<file path="config.mk">
export PLATFORM = sky130hd
export DESIGN_NAME = viterbi_traceback
export DESIGN_NICKNAME = d
export VERILOG_FILES = /design/src/rtl/viterbi_pkg.sv /design/src/rtl/viterbi_traceback.sv
export SDC_FILE = /design/constraint.sdc
export NUM_CORES = 1
export LEC_CHECK = 0
export CAP_MARGIN = 40
export CORE_AREA = 2 2 39 41
export CTS_BUF_LIST = sky130_fd_sc_hd__clkbuf_8
export CTS_CLUSTER_DIAMETER = 40
export DETAILED_ROUTE_END_ITERATION = 8
export DIE_AREA = 0 0 41 43
export PLACE_DENSITY = 0.77
export SYNTH_ARGS = -nofsm -noshare
export SYNTH_HDL_FRONTEND = slang
export SYNTH_SLANG_ARGS = --single-unit
</file>
<file path="constraint.sdc">
create_clock -name clk -period 2 [get_ports clk]
set_input_delay 0.3 -clock clk [delete_from_list [all_inputs] [get_ports clk]]
set_output_delay 0.3 -clock clk [all_outputs]
set_load 0.02 [all_outputs]
</file>
<file path="src/rtl/viterbi_pkg.sv">
// Shared definitions for the Viterbi decoder: default code geometry and the
// traceback FSM state encoding (also used by the survivor-memory writer).
package viterbi_pkg;

  localparam int unsigned M_DEF = 2;              // encoder memory (K-1)
  localparam int unsigned D_DEF = 6;              // traceback depth in columns
  localparam int unsigned S_DEF = 2 ** M_DEF;     // number of trellis states
  localparam int unsigned W_DEF = $clog2(D_DEF);  // column index width

  typedef enum logic {
    IDLE = 1'b0,
    RUN  = 1'b1
  } tb_fsm_e;

endpackage

</file>
<file path="src/rtl/viterbi_traceback.sv">
// Viterbi traceback unit: on a start strobe, walks the external survivor ring
// buffer backwards for D columns from a given end state, one survivor bit per
// cycle, then emits the decoded bit belonging to the oldest column.
module viterbi_traceback
  import viterbi_pkg::*;
#(
  parameter int unsigned M = M_DEF,
  parameter int unsigned D = D_DEF,
  localparam int unsigned W = $clog2(D)
) (
  input  logic         clk,
  input  logic         rst_n,
  input  logic [W-1:0] i_wr_ptr,
  input  logic [M-1:0] i_s_end,
  input  logic         i_force_state0,
  output logic [W-1:0] o_tb_time,
  output logic [M-1:0] o_tb_state,
  input  logic         i_tb_surv_bit,
  output logic         o_dec_bit_valid,
  output logic         o_dec_bit
);

  localparam logic [W-1:0] LAST_COL = W'(D - 1);

  tb_fsm_e      r_fsm;
  logic [W-1:0] r_count;
  logic [W-1:0] r_time;
  logic [M-1:0] r_state;
  logic         r_dec_bit;
  logic         r_dec_valid;

  logic [W-1:0] w_start_time;
  logic [W-1:0] w_prev_time;

  // Start column is the newest written one; out-of-range pointers clamp to D-1.
  always_comb begin
    w_start_time = LAST_COL;
    if (32'(i_wr_ptr) >= D) begin
      w_start_time = LAST_COL;
    end else if (i_wr_ptr == '0) begin
      w_start_time = LAST_COL;
    end else begin
      w_start_time = i_wr_ptr - 1'b1;
    end
  end

  // Step one column back in the ring buffer, wrapping from 0 to D-1.
  always_comb begin
    w_prev_time = (r_time == '0) ? LAST_COL : r_time - 1'b1;
  end

  // Traceback FSM, column pointer, predecessor-state register and result.
  always_ff @(posedge clk or negedge rst_n) begin
    if (!rst_n) begin
      r_fsm       <= IDLE;
      r_count     <= '0;
      r_time      <= '0;
      r_state     <= '0;
      r_dec_bit   <= 1'b0;
      r_dec_valid <= 1'b0;
    end else begin
      r_dec_valid <= 1'b0;
      unique case (r_fsm)
        IDLE: begin
          if (i_force_state0) begin
            r_time  <= w_start_time;
            r_state <= i_s_end;
            r_count <= '0;
            r_fsm   <= RUN;
          end
        end
        RUN: begin
          if (r_count == LAST_COL) begin
            // Oldest column reached: its state MSB is the decoded input bit.
            r_dec_bit   <= r_state[M-1];
            r_dec_valid <= 1'b1;
            r_fsm       <= IDLE;
          end else begin
            r_state <= {r_state[M-2:0], i_tb_surv_bit};
            r_time  <= w_prev_time;
            r_count <= r_count + 1'b1;
          end
        end
        default: r_fsm <= IDLE;
      endcase
    end
  end

  assign o_tb_time       = r_time;
  assign o_tb_state      = r_state;
  assign o_dec_bit       = r_dec_bit;
  assign o_dec_bit_valid = r_dec_valid;

endmodule

</file>
layer_met1.png
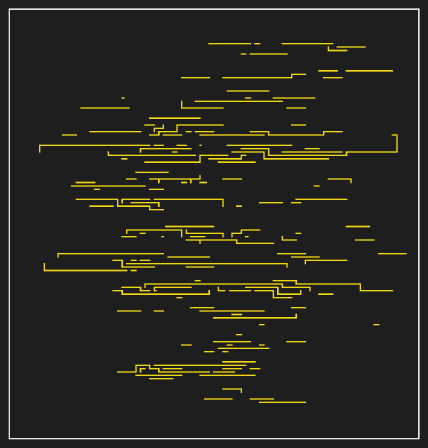
- longest straight run: 16.1 um
- wire length on this layer: 521 um
- main direction: horizontal
- share of all routed wire: 48%
wirelength, routed: 1080 um
routing usage on met1: 21.8%
Vias: 459

clk_routes.png
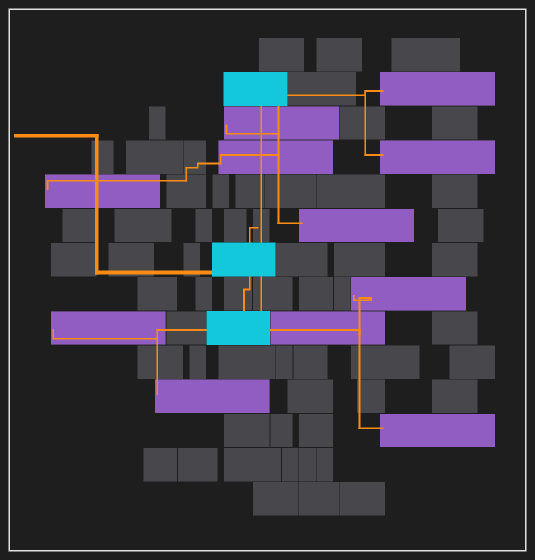
- orange: clock wires (length 161 um)
- purple: flip-flops (count 11)
- cyan: clock drivers (count 3)
- routed clock nets: 4

io_fan.png
Scale bar: 10 um.
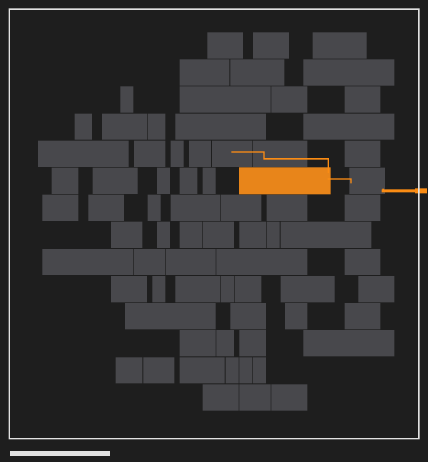
- orange: o_dec_bit (bits 1; direction output; edge right; end cells 1; buffers 1; wire 17.6 um)
# port buffers: 15
num ports: 16

==> placed cells by master, fill, tap and decap left out <==
cell	count
o311ai_1	1
nor3b_1	1
mux2_4	4
nand4_1	1
and3b_1	1
a21oi_1	2
nor3_1	1
clkdlybuf4s50_1	15
nor2_4	1
and2b_1	1
o31ai_1	1
mux2_2	2
a22oi_1	1
clkbuf_8	3
and2_1	1
a21o_1	1
a22o_1	2
nand4b_1	1
nand2_1	2
and3_1	1
nor2_1	4
inv_1	6
xor2_1	1
mux2i_1	2
ha_1	4
dfrtp_1	11
o21ai_0	1
==> critical path: cells and delay by family, from the launching register on <==
family | cells | cell delay (ns)
muxes | 1 | 0.32
DFF | 1 | 0.64
and+or+nand+nor | 2 | 0.46
==> results_slide.txt <==
Key Metrics from the Run

Power
  • Sw frac: a little over a third
  • P_int: roughly 880 uW
  • Seq group: 456 uW

Critical path
  • Reg2reg end: o_tb_state[0]$_DFFE_PN0P_
  • Critical path's largest stage delay: approximately 0.64 ns
  • Crit Reg-Reg Startpoint: r_fsm$_DFF_PN0_
  • Reg2Reg Depth: 3
  • Worst EP arrival: 1.65 ns
  • FF-to-FF setup slack: about 0.47 ns

Layout
  • Number of non-clock inverters: 5
  • Post-layout util: between 50% and 60%
  • Multi-input logic area: ~320 um^2
  • Clock network area share: under 10%
  • Non-clk bufs: 15
  • Finished Layout Cells: between 80 and 90

Clock tree
  • Clock transition at the registers of the reported paths: approximately 0.050 ns
  • Post-CTS sizing: 0
  • CTS tree: done

Timing
  • Clock skew: between 0.001 and 0.0015 ns
  • Slew Viols, Final: 0
  • Hold WS: around 0.40 ns

Yosys
  • Chip Area, Yosys: 628 um^2
  • Cells after Synth: between 50 and 60
  • Cell taking the most area after synthesis: dfrtp_1
  • Ys flops: 11
  • Main logic family: multiplexers
  • Syn_area_per_cell: ~11 um^2

Routing
  • DR top layer: met4
  • Met3 WL: ~47 um
  • Drt drc: 0
  • Met2 WL post-DR: between 400 and 500 um

Die
  • Tap cells: 16
  • Number of core rows: 14

GRT
  • GRT overflow: 0
  • Met2 Usage GRT: around 22%

Placed design
  • Placed Instances: 84
  • Pre-CTS WS: about 0.27 ns

Outcome
  • Status: finished clean
Power is estimated from default activity; no workload was simulated.
